### src/rtl/scan_pkg.sv
// rtl/scan_pkg.sv - shared FSM encoding and buffer depth for the register dump scanner
package scan_pkg;

  typedef logic [1:0] state_t;

  localparam state_t ST_IDLE  = 2'd0;
  localparam state_t ST_ISSUE = 2'd1;
  localparam state_t ST_DRAIN = 2'd2;

  localparam int FIFO_DEPTH = 2;

endpackage

### src/rtl/scan_fifo2.sv
// rtl/scan_fifo2.sv - two-entry output buffer; a write into a full buffer is accepted only alongside a read
module scan_fifo2
  import scan_pkg::*;
#(
  parameter int W = 8
) (
  input  logic         clk,
  input  logic         rst,
  input  logic         flush,
  input  logic         wr_en,
  input  logic [W-1:0] wr_data,
  input  logic         rd_en,
  output logic [W-1:0] rd_data,
  output logic [1:0]   count
);

  logic [FIFO_DEPTH-1:0][W-1:0] mem_q, mem_d;
  logic                         wr_ptr_q, wr_ptr_d;
  logic                         rd_ptr_q, rd_ptr_d;
  logic [1:0]                   cnt_q, cnt_d;
  logic                         do_wr, do_rd;

  assign do_rd   = rd_en && (cnt_q != 2'd0);
  assign do_wr   = wr_en && ((cnt_q != 2'(FIFO_DEPTH)) || do_rd);
  assign rd_data = mem_q[rd_ptr_q];
  assign count   = cnt_q;

  always_comb begin
    mem_d    = mem_q;
    wr_ptr_d = wr_ptr_q;
    rd_ptr_d = rd_ptr_q;
    cnt_d    = cnt_q;
    if (flush) begin
      wr_ptr_d = 1'b0;
      rd_ptr_d = 1'b0;
      cnt_d    = 2'd0;
    end else begin
      if (do_wr) begin
        mem_d[wr_ptr_q] = wr_data;
        wr_ptr_d        = ~wr_ptr_q;
      end
      if (do_rd) rd_ptr_d = ~rd_ptr_q;
      cnt_d = cnt_q + 2'(do_wr) - 2'(do_rd);
    end
  end

  always_ff @(posedge clk or negedge rst) begin
    if (!rst) begin
      mem_q    <= '0;
      wr_ptr_q <= 1'b0;
      rd_ptr_q <= 1'b0;
      cnt_q    <= 2'd0;
    end else begin
      mem_q    <= mem_d;
      wr_ptr_q <= wr_ptr_d;
      rd_ptr_q <= rd_ptr_d;
      cnt_q    <= cnt_d;
    end
  end

endmodule

### src/rtl/reg_dump_scanner.sv
// rtl/reg_dump_scanner.sv - reads count consecutive registers from one source and streams {addr, data, last}
module reg_dump_scanner
  import scan_pkg::*;
#(
  parameter int DATA_W = 32,
  parameter int ADDR_W = 10,
  parameter int NUM_CH = 2
) (
  input  logic                       clk,
  input  logic                       rst,
  input  logic                       start,
  input  logic                       abort,
  input  logic [$clog2(NUM_CH)-1:0]  ch_sel,
  input  logic [ADDR_W-1:0]          base_addr,
  input  logic [ADDR_W:0]            count,
  output logic [NUM_CH-1:0]          rd_en,
  output logic [ADDR_W-1:0]          rd_addr,
  input  logic [NUM_CH*DATA_W-1:0]   rd_data,
  output logic                       out_valid,
  input  logic                       out_ready,
  output logic [DATA_W-1:0]          out_data,
  output logic [ADDR_W-1:0]          out_addr,
  output logic                       out_last,
  output logic                       busy,
  output logic                       done
);

  localparam int ENT_W = ADDR_W + DATA_W + 1;

  state_t                      state_q, state_d;
  logic [$clog2(NUM_CH)-1:0]   ch_q, ch_d;
  logic [ADDR_W-1:0]           addr_q, addr_d;
  logic [ADDR_W:0]             count_q, count_d;
  logic [ADDR_W:0]             issued_q, issued_d;
  logic                        inflight_q, inflight_d;
  logic [ADDR_W-1:0]           infl_addr_q, infl_addr_d;
  logic                        infl_last_q, infl_last_d;
  logic                        done_q, done_d;

  logic [1:0]                  fifo_cnt;
  logic [ENT_W-1:0]            fifo_head;
  logic [DATA_W-1:0]           rd_word;
  logic [2:0]                  pending;
  logic                        pop, issue, issue_last, last_hs;

  assign out_valid = (fifo_cnt != 2'd0);
  assign out_last  = out_valid && fifo_head[ENT_W-1];
  assign out_addr  = fifo_head[DATA_W +: ADDR_W];
  assign out_data  = fifo_head[DATA_W-1:0];
  assign pop       = out_valid && out_ready;
  assign last_hs   = pop && fifo_head[ENT_W-1];

  // Credit check counts this cycle's pop, so steady state is one word per cycle
  assign pending    = {1'b0, fifo_cnt} + {2'b00, inflight_q} - {2'b00, pop};
  assign issue      = (state_q == ST_ISSUE) && !abort && (pending < 3'd2);
  assign issue_last = ((issued_q + (ADDR_W+1)'(1)) == count_q);

  assign rd_en   = issue ? (NUM_CH'(1) << ch_q) : '0;
  assign rd_addr = addr_q;
  assign rd_word = rd_data[32'(ch_q) * DATA_W +: DATA_W];
  assign busy    = (state_q != ST_IDLE);
  assign done    = done_q;

  scan_fifo2 #(.W(ENT_W)) u_fifo (
    .clk     (clk),
    .rst     (rst),
    .flush   (abort && busy),
    .wr_en   (inflight_q && !abort),
    .wr_data ({infl_last_q, infl_addr_q, rd_word}),
    .rd_en   (pop),
    .rd_data (fifo_head),
    .count   (fifo_cnt)
  );

  always_comb begin
    state_d     = state_q;
    ch_d        = ch_q;
    addr_d      = addr_q;
    count_d     = count_q;
    issued_d    = issued_q;
    done_d      = 1'b0;
    inflight_d  = issue;
    infl_addr_d = issue ? addr_q : infl_addr_q;
    infl_last_d = issue ? issue_last : infl_last_q;
    case (state_q)
      ST_IDLE: begin
        if (start && !abort) begin
          if (count == '0) begin
            done_d = 1'b1;
          end else begin
            state_d  = ST_ISSUE;
            ch_d     = ch_sel;
            addr_d   = base_addr;
            count_d  = count;
            issued_d = '0;
          end
        end
      end
      ST_ISSUE: begin
        if (abort) begin
          state_d = ST_IDLE;
        end else if (issue) begin
          addr_d   = addr_q + ADDR_W'(1);
          issued_d = issued_q + (ADDR_W+1)'(1);
          if (issue_last) state_d = ST_DRAIN;
        end
      end
      ST_DRAIN: begin
        if (abort) begin
          state_d = ST_IDLE;
        end else if (last_hs) begin
          state_d = ST_IDLE;
          done_d  = 1'b1;
        end
      end
      default: state_d = ST_IDLE;
    endcase
  end

  always_ff @(posedge clk or negedge rst) begin
    if (!rst) begin
      state_q     <= ST_IDLE;
      ch_q        <= '0;
      addr_q      <= '0;
      count_q     <= '0;
      issued_q    <= '0;
      inflight_q  <= 1'b0;
      infl_addr_q <= '0;
      infl_last_q <= 1'b0;
      done_q      <= 1'b0;
    end else begin
      state_q     <= state_d;
      ch_q        <= ch_d;
      addr_q      <= addr_d;
      count_q     <= count_d;
      issued_q    <= issued_d;
      inflight_q  <= inflight_d;
      infl_addr_q <= infl_addr_d;
      infl_last_q <= infl_last_d;
      done_q      <= done_d;
    end
  end

endmodule

### config.mk
export PLATFORM = sky130hd
export DESIGN_NAME = reg_dump_scanner
export DESIGN_NICKNAME = d
export VERILOG_FILES = /design/src/rtl/scan_pkg.sv /design/src/rtl/scan_fifo2.sv /design/src/rtl/reg_dump_scanner.sv
export SDC_FILE = /design/constraint.sdc
export NUM_CORES = 1
export LEC_CHECK = 0
export ABC_AREA = 1
export CAP_MARGIN = 20
export CORE_MARGIN = 5
export CORE_UTILIZATION = 48
export CTS_BUF_LIST = sky130_fd_sc_hd__clkbuf_2 sky130_fd_sc_hd__clkbuf_4 sky130_fd_sc_hd__clkbuf_8
export DETAILED_ROUTE_END_ITERATION = 6
export MAX_ROUTING_LAYER = met4
export PLACE_DENSITY_LB_ADDON = 0.08
export SLEW_MARGIN = 25
export SYNTH_ARGS = -nofsm -noshare
export SYNTH_HDL_FRONTEND = slang
export SYNTH_SLANG_ARGS = --single-unit
### constraint.sdc
create_clock -name clk -period 2.91 [get_ports clk]
set_input_delay 0.582 -clock clk [delete_from_list [all_inputs] [get_ports clk]]
set_output_delay 0.582 -clock clk [all_outputs]
set_load 0.05 [all_outputs]
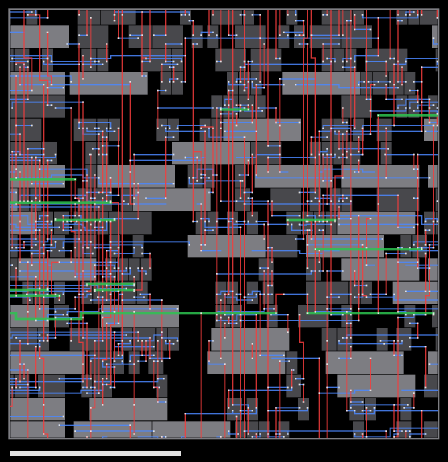
(images/closeup.png)
Scale bar: 20 µm. Window x 40 to 90, y 66 to 116 µm. Cells in grey, sequential cells in the stronger grey; small squares are vias.
Key: red = M2; green = M3; blue = M1
206 logic cells have their middle in the window. Sequential cells in the window: 29. Most frequent: nand2_1 (82), dfrtp_1 (28), o21ai_0 (21). Netlist names of flops here include u_fifo.mem_q (17), issued_q (8), count_q (2).

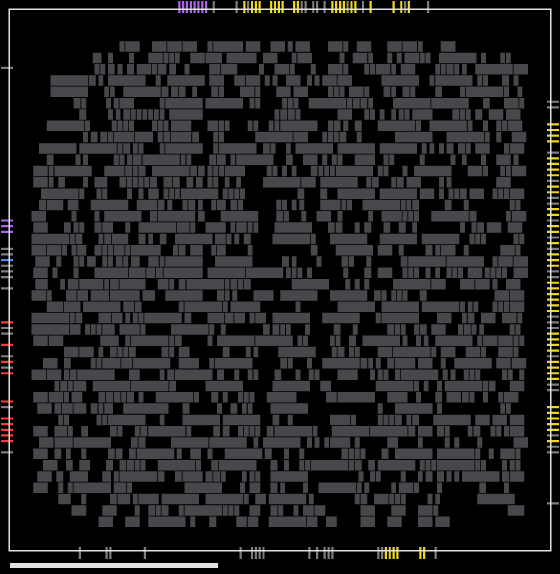
(images/pinout.png)
Scale bar: 50 µm. Pins as bars across the die edge, other pins in grey.
Key: red = base_addr [pins 10, direction input, edge west]; purple = count [pins 11, direction input, edge 8 north, 3 west]; blue = busy [pins 1, direction output, edge west]; yellow = rd_data [pins 64, direction input, edge 38 east, 20 north, 6 south]
width of the die: 129.8 µm
count of port buffers added during placement: 148
height of the chip: 129.8 µm

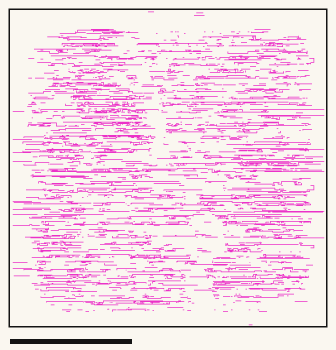
(images/m1.png)
Scale bar: 50 µm.
The longest straight run is 36.6 µm. 1032 nets have wire on it.
total number of vias: 6247
final WL: 16870 µm
fraction of met1 tracks used by global routing: 28.44%

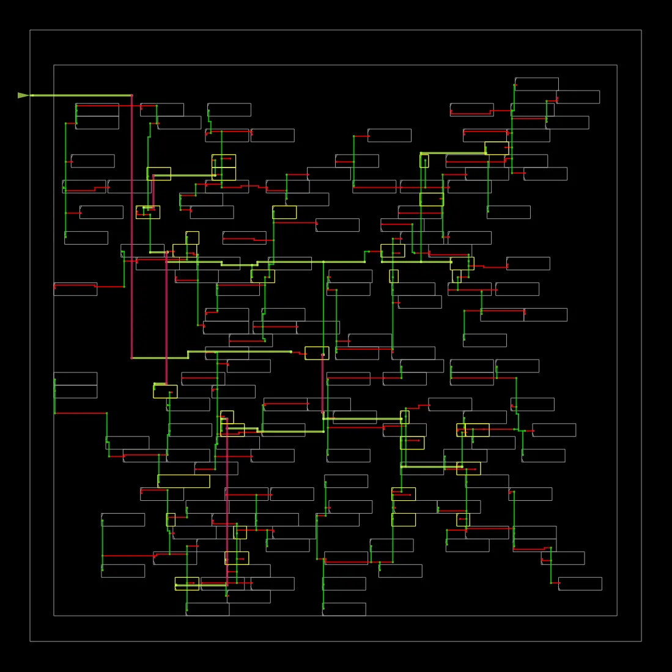
(images/clock_nets.png)
flip-flops: 138
Layout Skew: 7.125 ps
number of clock buffers inserted by TritonCTS: 17
Insertion Delay late pin: 430 ps
Clock Power: 1.48 mW

==> results.txt <==
Here are the numbers from the latest Yosys + OpenROAD run.

Setup repair after global routing could not meet its margin everywhere. The most used standard cell by instance count after synthesis is nand2_1. The number of warnings reported in the stage logs is 29. The number of nets in the layout came out at about 1200. The area of the die came out at 16860 µm².

Power comes to 10.14 mW. The synthesized netlist occupies a cell area of roughly 6900 µm². The slew at the pin closest to its max-slew limit came out at a little over 900 ps. The half-perimeter wire length after placement came out at around 12000 µm. The worst setup path is launched from a flop.

The headroom to the max-slew limit is between 30% and 40%. In the final report, the number of pins over their slew limit comes to 0. The final reports fail on negative setup slack. Max fanout on the critical path was recorded as 3. The power density over cell area came out at around 1100 nW/µm². The final core utilization is about 65%. Among all stages on the critical path, the largest delay is contributed by dfrtp_1.

The maximum single-stage delay on the critical path is approximately 400 ps. The flow reports that sequential cells draw between 30% and 40% of the design power. The pin count of the biggest net entering global routing came out at around 76.

The largest delay contributor family on the critical path is adder cells. The switching component of the power is 4.737 mW. The CTS H-tree depth is 4. The number of iterations in the first detailed-routing pass is 5. CTS placed an instance of clkbuf_8 at the clock tree root.

The minimum clock period came out at 3022 ps. The mean cell area of the mapped netlist came out at 7.428 µm². The final count of hold timing violations is 0. In the final layout, the share of cells above drive strength 1 is between 8 and 9%. The proportion of synthesized flip-flops having asynchronous set or reset is 100.0%. Among the stages of the critical path, the cell type that occurs most often is nor2_4. The total instance count after detailed placement came out at around 1200. Overall routing resource usage recorded by global route was a little over a fifth. The number of endpoints failing setup at the final stage came out at 2. The fraction of power spent switching nets is between 40% and 50%. Recorded from the global router log, the overflow total was 0. In this run the worst hold path is classified as in -> async.

Per the detail_route report, routed wire per instance is 13.28 µm. Counting every net in the synthesized netlist gives 1025. The setup path with the least slack is of type reg -> out. After routing, the total negative slack on setup checks comes to -223.5 ps. After global routing, the most crowded layer is met2. The relative area change from synthesis to final layout is 31.97%. The number of DRC violations after detailed routing is 0. For reference, the critical path cell chain is nor2_4 > nor2_4 > ha_4 > inv_4 > nand2_2 > fa_2 > xnor2_2 > nand2_4 > nor2_8 > inv_6 > nor2_4 > buf_12. The initial core utilization came out at 49.28%. The number of primary I/O pins came out at 149. After routing the design area is just over 9000 µm². The clock sink count came out at approximately 140.

The post-synth register bit count is 138. The via count of the first global-routing pass came out at 5879. The register area share after synthesis is between 50 and 60%.

The number of cells produced by synthesis came out at roughly 930. STA classifies the critical path endpoint as an output pin. The clock tree buffer depth is 2. The number of warnings printed during yosys synthesis came out at 0. In the synthesized netlist, the cells that appear most often are nand2_1, dfrtp_1, o21ai_0. TritonCTS built the clock tree.

The filler-free cell count of the finished design is roughly 1300. The number of antenna violations at the first check in global routing was 0. Per the OpenROAD floorplan log, the area of the core is ~14000 µm². The maximum ir drop on the vdd rail is between 0.7 and 0.8 mV.

The top-area cell type share of the netlist area is about half. Detailed-route iteration 0 reported a violation count of around 440. The number of placement rows came out at 43. The setup slack at placement is -370.5 ps. The portion of total power attributed to combinational logic is between 50% and 60%. The weighted congestion reported at the end of routability-driven placement came out at 0.8539. The area of the synthesized netlist per yosys stat is a little under 7000 µm².

Setup slack on the critical path of the routed design comes to -112.2 ps. The number of buffers and inverters on the critical path is 3. The met2 track utilization from global routing came out at approximately a third. The cell type that accounts for the most area after synthesis is dfrtp_1.

The post-synth count of flops with an enable pin is 0. The via-per-instance ratio is between 4 and 5. The total internal power came out at between 5 and 6 mW.

The run finished, with violations left. The met3 capacity usage during global routing came out at 4.339%. The script extracted a total leakage power of around 4.5 nW. The cell count listed in synth_stat.txt came out at ~930. The repair_antennas step left the layout with diodes totalling 0. Data on the critical path is required at its endpoint by ~2300 ps. The post-route fraction of the period consumed by the critical path is 103.9%. After filler insertion, the fill cell instance count of the layout stands at 1275.

The proportion of power drawn by the clock network is 14.6%. The unique cell type count in the Yosys netlist came out at 34. The arrival time at the worst endpoint is about 2400 ps. Per the synth stats, the flop cell with the highest instance count is dfrtp_1.

On the reported timing paths, the clock transition at the registers reads around 70 ps. The post-detailed-placement cell area is 8666 µm². The first global-routing pass estimated approximately 28000 µm of wire.

After synthesis, the cell types taking the most area are dfrtp_1, nand2_1, o21ai_0, inv_1, nor2_1. The upper clock frequency limit came out at ~0.33 GHz. The number of maximum-capacitance constraint violations came out at 0.

The worst slack on hold paths came out at about 130 ps. The detail route stage leaves a number of antenna-violating nets equal to 0.
## worst paths after layout
| check | cells past startpoint | startpoint | slack [ps] | to |
|---|---|---|---|---|
| min in group clk | 2 | u_fifo.mem_q[53] | 470 | u_fifo.mem_q[53] |
| max in group asynchronous | 2 | rst | 1990 | infl_addr_q[9] |
| hold / removal | 1 | rst | 130 | u_fifo.mem_q[8] |
| setup / recovery | 12 | u_fifo.count[0] | -110 | rd_en[0] |
| hold reg to reg | 2 | u_fifo.mem_q[53] | 470 | u_fifo.mem_q[53] |
| setup reg to reg | 16 | u_fifo.count[0] | 320 | rd_addr[6] |
## power groups by stage
stage	clock [mW]	combinational (mW)	sequential [mW]
detailed placement	0	5.36	3.26
global route	1.60	5.94	3.35
global placement	0	5.29	3.24
floorplan	0	3.69	3.39
finish	1.48	5.42	3.24
CTS	1.52	5.46	3.24
## flip-flops by register name (all words and copies together) (netlist names)
name / count
count_q: 11
ch_q: 1
infl_addr_q: 10
infl_last_q: 1
rd_addr: 10
inflight_q: 1
u_fifo.wr_ptr_q: 1
state_q: 2
issued_q: 11
u_fifo.count: 2
u_fifo.rd_ptr_q: 1
u_fifo.mem_q: 86
done: 1
## routing by layer
layer	wire length [µm]	up-vias
met5	0	-
met1	7916	2891
met4	138	0
li1	-	3181
met3	993	13
met2	7823	162
## area by class of cell
| type | instances | area [µm²] | area share [%] |
|---|---|---|---|
| flip-flops and latches | 138 | 3455 | 37.98 |
| multi-input cells | 648 | 2967 | 32.61 |
| repair buffers | 170 | 1679 | 18.46 |
| inverters | 102 | 391.6 | 4.305 |
| clock buffers | 24 | 311.5 | 3.425 |
| well taps | 180 | 225.2 | 2.476 |
| clock inverters | 8 | 67.56 | 0.7428 |
## kinds of logic (layout without fill, tap and decap cells)
group,count (synthesis),in the layout,share of synthesized area (%)
simple gates,478,478,27.46
compound gates,152,152,11.56
buf+inv,142,304,7.914
flops,138,138,50.10
xor+xnor,11,11,1.597
fa+ha+maj,6,6,1.198
mux,1,1,0.1634
## placed cells by master (no fill, tap or decap), drive strengths merged, types with 2 or more instances in the layout
cell type      Yosys  layout
clkbuf            38      24
dfrtp            138     138
o22ai              7       7
a21oi             13      13
inv              100     100
nand4              4       4
o21ai            129     129
nand3             25      25
nor2              47      47
buf                2      35
nand2            395     395
xor2               6       6
clkinv             2       8
ha                 5       5
xnor2              4       4
clkdlybuf4s50      0     134
nor3               5       5
nand3b             2       2
## timing repair
| item | in CTS | in global routing |
|---|---|---|
| hold buffers | 0 | 0 |
| pin swaps | 8 | 0 |
| endpoints found under the hold margin | 0 | 0 |
| setup endpoints to repair | 2 | 2 |
| gates cloned | 0 | 0 |
| gates resized | 9 | 1 |
| buffers inserted | 2 | 0 |
Power figures rest on the tool's default switching activity, not on a simulated workload.
